**M1 wires**

Drawn at 6 px/um. Supply wires on this layer in gray.
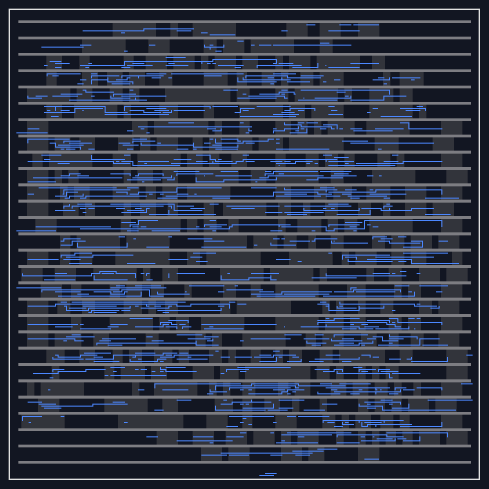
**Metal 2**

Drawn at 6 px/um.
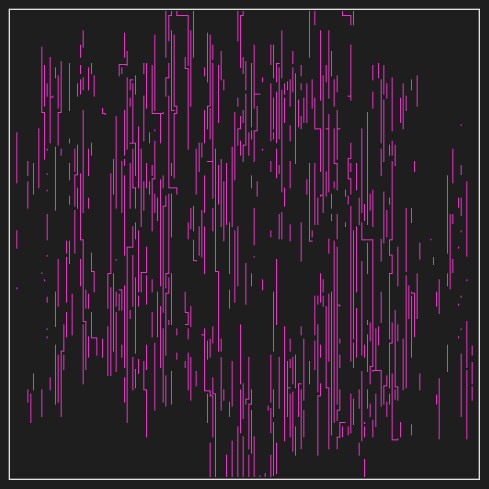
===== src/rtl/multicycle_control_if.sv =====
// Control bundle between the multicycle controller and its datapath.
// master = controller, slave = datapath.
interface multicycle_control_if #(
  parameter int CNT_W = 32
);
  logic [5:0]       opcode;
  logic             mem_ready;
  logic             PCWrite;
  logic             PCWriteCond;
  logic             IorD;
  logic             MemRead;
  logic             MemWrite;
  logic             IRWrite;
  logic             MemtoReg;
  logic             RegDst;
  logic             RegWrite;
  logic             ALUSrcA;
  logic [1:0]       ALUSrcB;
  logic [1:0]       ALUOp;
  logic [1:0]       PCSource;
  logic [3:0]       state;
  logic             instr_done;
  logic             illegal_op;
  logic [CNT_W-1:0] retired;

  modport master (
    input  opcode, mem_ready,
    output PCWrite, PCWriteCond, IorD, MemRead, MemWrite,
    output IRWrite, MemtoReg, RegDst, RegWrite, ALUSrcA,
    output ALUSrcB, ALUOp, PCSource, state,
    output instr_done, illegal_op, retired
  );

  modport slave (
    output opcode, mem_ready,
    input  PCWrite, PCWriteCond, IorD, MemRead, MemWrite,
    input  IRWrite, MemtoReg, RegDst, RegWrite, ALUSrcA,
    input  ALUSrcB, ALUOp, PCSource, state,
    input  instr_done, illegal_op, retired
  );
endinterface


===== src/rtl/multicycle_control.sv =====
// Multicycle MIPS controller: FSM sequencing fetch/decode/exec/mem/wb.
// Supports LW, SW, BEQ, R-type and J; counts retired instructions.
module multicycle_control #(
  parameter int CNT_W = 32
) (
  input  logic                 clk,
  input  logic                 reset,
  multicycle_control_if.master bus
);
  localparam logic [3:0] S_FETCH  = 4'd0;
  localparam logic [3:0] S_DECODE = 4'd1;
  localparam logic [3:0] S_MEMADR = 4'd2;
  localparam logic [3:0] S_MEMRD  = 4'd3;
  localparam logic [3:0] S_MEMWB  = 4'd4;
  localparam logic [3:0] S_MEMWR  = 4'd5;
  localparam logic [3:0] S_EXEC   = 4'd6;
  localparam logic [3:0] S_RWB    = 4'd7;
  localparam logic [3:0] S_BEQ    = 4'd8;
  localparam logic [3:0] S_JUMP   = 4'd9;

  localparam logic [5:0] OP_LW = 6'b100011;
  localparam logic [5:0] OP_SW = 6'b101011;
  localparam logic [5:0] OP_R  = 6'b000000;
  localparam logic [5:0] OP_BQ = 6'b000100;
  localparam logic [5:0] OP_J  = 6'b000010;

  logic [3:0]       r_state;
  logic [CNT_W-1:0] r_retired;
  logic [3:0]       w_next;
  logic             w_done;
  logic             w_ill;
  logic             w_mem;
  logic             w_rtype;
  logic             w_beq;
  logic             w_jmp;

  assign w_mem   = (bus.opcode == OP_LW) ||
                   (bus.opcode == OP_SW);
  assign w_rtype = (bus.opcode == OP_R);
  assign w_beq   = (bus.opcode == OP_BQ);
  assign w_jmp   = (bus.opcode == OP_J);

  always_comb begin
    w_next = S_FETCH;
    w_done = 1'b0;
    w_ill  = 1'b0;
    case (r_state)
      S_FETCH:
        w_next = bus.mem_ready ? S_DECODE : S_FETCH;
      S_DECODE: begin
        unique case (1'b1)
          w_mem:   w_next = S_MEMADR;
          w_rtype: w_next = S_EXEC;
          w_beq:   w_next = S_BEQ;
          w_jmp:   w_next = S_JUMP;
          default: w_ill  = 1'b1;
        endcase
      end
      S_MEMADR:
        w_next = (bus.opcode == OP_LW) ? S_MEMRD : S_MEMWR;
      S_MEMRD:
        w_next = bus.mem_ready ? S_MEMWB : S_MEMRD;
      S_MEMWB: w_done = 1'b1;
      S_MEMWR: begin
        w_next = bus.mem_ready ? S_FETCH : S_MEMWR;
        w_done = bus.mem_ready;
      end
      S_EXEC:  w_next = S_RWB;
      S_RWB:   w_done = 1'b1;
      S_BEQ:   w_done = 1'b1;
      S_JUMP:  w_done = 1'b1;
      default: w_next = S_FETCH;
    endcase
  end

  always_ff @(posedge clk) begin
    if (reset) begin
      r_state   <= S_FETCH;
      r_retired <= '0;
    end else begin
      r_state <= w_next;
      if (w_done)
        r_retired <= r_retired + 1'b1;
    end
  end

  // Moore decode; reset masks everything in the same cycle.
  always_comb begin
    bus.PCWrite     = 1'b0;
    bus.PCWriteCond = 1'b0;
    bus.IorD        = 1'b0;
    bus.MemRead     = 1'b0;
    bus.MemWrite    = 1'b0;
    bus.IRWrite     = 1'b0;
    bus.MemtoReg    = 1'b0;
    bus.RegDst      = 1'b0;
    bus.RegWrite    = 1'b0;
    bus.ALUSrcA     = 1'b0;
    bus.ALUSrcB     = 2'd0;
    bus.ALUOp       = 2'd0;
    bus.PCSource    = 2'd0;
    if (!reset) begin
      case (r_state)
        S_FETCH: begin
          bus.MemRead = 1'b1;
          bus.ALUSrcB = 2'd1;
          bus.IRWrite = bus.mem_ready;
          bus.PCWrite = bus.mem_ready;
        end
        S_DECODE: bus.ALUSrcB = 2'd3;
        S_MEMADR: begin
          bus.ALUSrcA = 1'b1;
          bus.ALUSrcB = 2'd2;
        end
        S_MEMRD: begin
          bus.MemRead = 1'b1;
          bus.IorD    = 1'b1;
        end
        S_MEMWB: begin
          bus.RegWrite = 1'b1;
          bus.MemtoReg = 1'b1;
        end
        S_MEMWR: begin
          bus.MemWrite = 1'b1;
          bus.IorD     = 1'b1;
        end
        S_EXEC: begin
          bus.ALUSrcA = 1'b1;
          bus.ALUOp   = 2'd2;
        end
        S_RWB: begin
          bus.RegWrite = 1'b1;
          bus.RegDst   = 1'b1;
        end
        S_BEQ: begin
          bus.ALUSrcA     = 1'b1;
          bus.ALUOp       = 2'd1;
          bus.PCWriteCond = 1'b1;
          bus.PCSource    = 2'd1;
        end
        S_JUMP: begin
          bus.PCWrite  = 1'b1;
          bus.PCSource = 2'd2;
        end
        default: ;
      endcase
    end
  end

  assign bus.state      = reset ? 4'd0 : r_state;
  assign bus.instr_done = !reset && w_done;
  assign bus.illegal_op = !reset && w_ill;
  assign bus.retired    = r_retired;
endmodule


===== src/flat_wrapper.sv =====
// flat-port wrapper written by rule: the top's interface ports become plain ports
module multicycle_control_flat 
#(
  parameter int CNT_W = 32
)
  (clk, reset, bus_opcode, bus_mem_ready, bus_PCWrite, bus_PCWriteCond, bus_IorD, bus_MemRead, bus_MemWrite, bus_IRWrite, bus_MemtoReg, bus_RegDst, bus_RegWrite, bus_ALUSrcA, bus_ALUSrcB, bus_ALUOp, bus_PCSource, bus_state, bus_instr_done, bus_illegal_op, bus_retired);
  multicycle_control_if #(.CNT_W(CNT_W)) bus_i ();
  input  logic clk;
  input  logic reset;
  input wire logic [$bits(bus_i.opcode)-1:0] bus_opcode;
  input wire logic [$bits(bus_i.mem_ready)-1:0] bus_mem_ready;
  output wire logic [$bits(bus_i.PCWrite)-1:0] bus_PCWrite;
  output wire logic [$bits(bus_i.PCWriteCond)-1:0] bus_PCWriteCond;
  output wire logic [$bits(bus_i.IorD)-1:0] bus_IorD;
  output wire logic [$bits(bus_i.MemRead)-1:0] bus_MemRead;
  output wire logic [$bits(bus_i.MemWrite)-1:0] bus_MemWrite;
  output wire logic [$bits(bus_i.IRWrite)-1:0] bus_IRWrite;
  output wire logic [$bits(bus_i.MemtoReg)-1:0] bus_MemtoReg;
  output wire logic [$bits(bus_i.RegDst)-1:0] bus_RegDst;
  output wire logic [$bits(bus_i.RegWrite)-1:0] bus_RegWrite;
  output wire logic [$bits(bus_i.ALUSrcA)-1:0] bus_ALUSrcA;
  output wire logic [$bits(bus_i.ALUSrcB)-1:0] bus_ALUSrcB;
  output wire logic [$bits(bus_i.ALUOp)-1:0] bus_ALUOp;
  output wire logic [$bits(bus_i.PCSource)-1:0] bus_PCSource;
  output wire logic [$bits(bus_i.state)-1:0] bus_state;
  output wire logic [$bits(bus_i.instr_done)-1:0] bus_instr_done;
  output wire logic [$bits(bus_i.illegal_op)-1:0] bus_illegal_op;
  output wire logic [$bits(bus_i.retired)-1:0] bus_retired;
  assign bus_i.opcode = bus_opcode;
  assign bus_i.mem_ready = bus_mem_ready;
  assign bus_PCWrite = bus_i.PCWrite;
  assign bus_PCWriteCond = bus_i.PCWriteCond;
  assign bus_IorD = bus_i.IorD;
  assign bus_MemRead = bus_i.MemRead;
  assign bus_MemWrite = bus_i.MemWrite;
  assign bus_IRWrite = bus_i.IRWrite;
  assign bus_MemtoReg = bus_i.MemtoReg;
  assign bus_RegDst = bus_i.RegDst;
  assign bus_RegWrite = bus_i.RegWrite;
  assign bus_ALUSrcA = bus_i.ALUSrcA;
  assign bus_ALUSrcB = bus_i.ALUSrcB;
  assign bus_ALUOp = bus_i.ALUOp;
  assign bus_PCSource = bus_i.PCSource;
  assign bus_state = bus_i.state;
  assign bus_instr_done = bus_i.instr_done;
  assign bus_illegal_op = bus_i.illegal_op;
  assign bus_retired = bus_i.retired;
  multicycle_control #(.CNT_W(CNT_W)) u_core (.clk(clk), .reset(reset), .bus(bus_i));
endmodule

===== config.mk =====
export PLATFORM = sky130hd
export DESIGN_NAME = multicycle_control_flat
export DESIGN_NICKNAME = d
export VERILOG_FILES = /design/src/rtl/multicycle_control_if.sv /design/src/rtl/multicycle_control.sv /design/src/flat_wrapper.sv
export SDC_FILE = /design/constraint.sdc
export NUM_CORES = 1
export LEC_CHECK = 0
export CAP_MARGIN = 20
export CELL_PAD_IN_SITES_DETAIL_PLACEMENT = 1
export CELL_PAD_IN_SITES_GLOBAL_PLACEMENT = 1
export CORE_MARGIN = 1
export CORE_UTILIZATION = 37
export CTS_BUF_LIST = sky130_fd_sc_hd__clkbuf_16
export DETAILED_ROUTE_END_ITERATION = 7
export PLACE_DENSITY = 0.82
export SLEW_MARGIN = 20
export SYNTH_ARGS = -nofsm -noshare
export SYNTH_HDL_FRONTEND = slang
export SYNTH_SLANG_ARGS = --single-unit

===== constraint.sdc =====
create_clock -name clk -period 4.3 [get_ports clk]
set_clock_uncertainty 0.1 [all_clocks]
set_input_delay 0.43 -clock clk [delete_from_list [all_inputs] [get_ports clk]]
set_output_delay 0.43 -clock clk [all_outputs]
set_load 0.05 [all_outputs]

==> GITHUB_STEP_SUMMARY <==
## PnR job results

| Metric | Value |
|---|---|
| Antenna violations before repair | `0` |
| Chip area in the Yosys report | `approximately 2100 um^2` |
| Min-Delay Path Depth | `2` |
| Setup TNS | `0 ns` |
| Core area | `between 5000 and 6000 um^2` |
| Run status | `finished, final reports clean` |
| Worst-path cell chain | `clkdlybuf4s50_1 -> nor3b_1 -> o41a_4 -> nor2_1 -> clkdlybuf4s50_1` |
| Syn_nets | `279` |
| Smallest setup slack after layout | `0.985 ns` |
| Register fraction of the total cell area | `0.242` |
| Die Size | `roughly 6100 um^2` |
| Synth unique cells | `between 40 and 50` |
| # placed instances | `a little under 400` |
| Classification of the worst-slack hold path | `reg -> reg` |
| Maximum number of pins on one net before global-route repair | `54` |
| Proportion of power drawn by combinational gates | `0.063` |
| Reg2reg end | `u_core.bus.retired[26]$_SDFFE_PP0N_` |
| Sum of internal, switching and leakage power | `between 0.0009 and 0.001 W` |
| Met3 GRT Util | `0.0349` |
| Met1 Resource Use GR | `0.263` |
| Post-synth seq share | `0.336` |
| Number of enable flip-flop cells | `0` |
| Top cells excl fill/tap | `clkdlybuf4s50_1 (61), dfxtp_1 (36), a21oi_1 (25), nor2_1 (24), or4_1 (19)` |
| Avg Synthesized Cell Area | `~8.0 um^2` |
| Met2 track demand over resource | `0.361` |
| Worst hold margin | `0.423 ns` |
| Max transition margin | `0.570` |
| Cells after Synth | `between 200 and 300` |
| Top layer used by detailed routing | `met4` |
| Area taken by flip-flops and latches | `721 um^2` |
| Slew Viols, Final | `0` |
| Basic-gate share of the synthesized area counting and, or, nand and nor cells | `0.378` |
| NumNets Final | `approximately 330` |
| Share of synthesized area spent on multiplexers | `0.0572` |
| Floorplan Utilization | `0.387` |
| H-tree lvl count | `2` |
| Class of the most critical setup path | `in -> out` |
| CP required | `3.77 ns` |
| Worst min-delay path endpoint | `u_core.bus.retired[18]$_SDFFE_PP0N_` |
| Async S/R FF share, synth | `0` |
| Tapcells | `between 70 and 80` |
| Power dissipated in combinational cells | `0.0000584 W` |
| Fraction of layout instances using a drive strength above 1 | `0.0810` |
| Combinational cell area excluding buffers and inverters | `between 1000 and 1500 um^2` |
| Buffer and inverter count on the worst path | `2` |
| Post-CTS Setup Inserts | `0` |
| Yosys xor share | `0.0123` |
| Overall die height | `78.1 um` |
| Lkg Pwr | `roughly 0.95 nW` |
| Clk_lat worst skew | `roughly 0.28 ns` |
| Unrepaired setup endpoints after global routing | `false` |
| Total clock buffers created by CTS | `5` |
| P_sw | `about 0.00018 W` |
| Number of nets with antenna violations after routing | `0` |
| Number of ordinary inverters in the final layout | `6` |
| Flops | `36` |
| Non-clock buffer count | `around 63` |
| Reported sequential group power | `approximately 0.00034 W` |
| Switching share of power | `0.194` |
| Max VDD drop | `~0.22 mV` |
| I/O Pins | `approximately 63` |
| Final cell count without fillers | `~390` |
| Highest-delay cell along the critical path | `clkdlybuf4s50_1` |
| And-or/or-and share of the synthesized area | `0.158` |
| Minimum period implied by the final worst setup slack | `3.31 ns` |
| Share of final layout cell area taken by non-clock buffers | `0.209` |
| Crit. Startpoint | `bus_mem_ready` |
| Pre-CTS setup slack | `between 1 and 1.5 ns` |
| Power attributed to the clock group | `0.000530 W` |
| DP HPWL | `slightly above 4 mm` |
| Tally of OpenROAD warnings | `26` |
| Post-route design area | `2980 um^2` |
| Antenna cell count | `0` |
| GRT overflow | `0` |
| Critical path destination | `bus_instr_done` |
| Via density | `roughly 5.7` |
| Clock tree sinks | `36` |
| Worst flop-to-flop path startpoint | `u_core.bus.retired[3]$_SDFFE_PP0N_` |
| First-pass GRT wire length | `~10 mm` |
| Clock tree buffer count of the final layout | `5` |
| Synth top cells by count | `dfxtp_1 (36), a21oi_1 (25), nor2_1 (24), or4_1 (19), nand2_1 (17)` |
| Weighted congestion reported at the end of routability-driven placement | `roughly 0.80` |
| Combinational share of cell area | `0.439` |
| Count of port buffers added during placement | `about 62` |
| Placed cell area | `between 2000 and 3000 um^2` |
| Adder Share, Synth | `0.00584` |
| Wire length on met3 | `approximately 240 um` |
| Transition at the pin with the smallest max-transition slack | `roughly 0.64 ns` |
| Area growth from synthesis to final layout | `39.1%` |
| Register-to-Register Path Depth | `4` |
| Cell with the most instances after synthesis | `dfxtp_1` |
| Max-capacitance violation count | `0` |
| Die outline width | `~78 um` |
| Leading post-synthesis cells by cell area | `dfxtp_1 (34%), or4_1 (6.7%), a21oi_1 (5.8%)` |
| Highest-count logic cell in the final layout | `clkdlybuf4s50_1` |
| Critical Path Max Stage Delay | `0.82 ns` |
| Count of endpoints failing hold in the final timing report | `0` |
| Clock-cell share | `0.0722` |
| Busiest grt layer | `met2` |
| Vias | `about 2200` |
| WL met1 | `2.86 mm` |
| Length of routed met2 wiring | `between 2 and 3 mm` |
| Post-synthesis instance area | `about 2100 um^2` |
| Cell taking the most area after synthesis | `dfxtp_1` |
| Clk root buf | `clkbuf_16` |
| Dominant register cell | `dfxtp_1` |
| Final tally of setup violations | `0` |
| Clock share of power | `0.573` |
| Flip-flop count of the largest register after layout | `32` |
| Clock buffer depth | `2` |
| Per-cell routed wire length | `between 15 and 20 um` |
| Worst-path fanout max | `53` |
| Worst EP arrival | `between 2 and 3 ns` |
| DRC violation count after routing | `0` |
| R2r setup slk | `around 1.9 ns` |
## Picture notes: 'M1 wires'
wire length on this layer: 2860 um
nets with wire on the layer: 280

## Picture notes: 'metal 2'
wire length on this layer: 2960 um
main direction: vertical

Power and IR drop assume default switching activity.
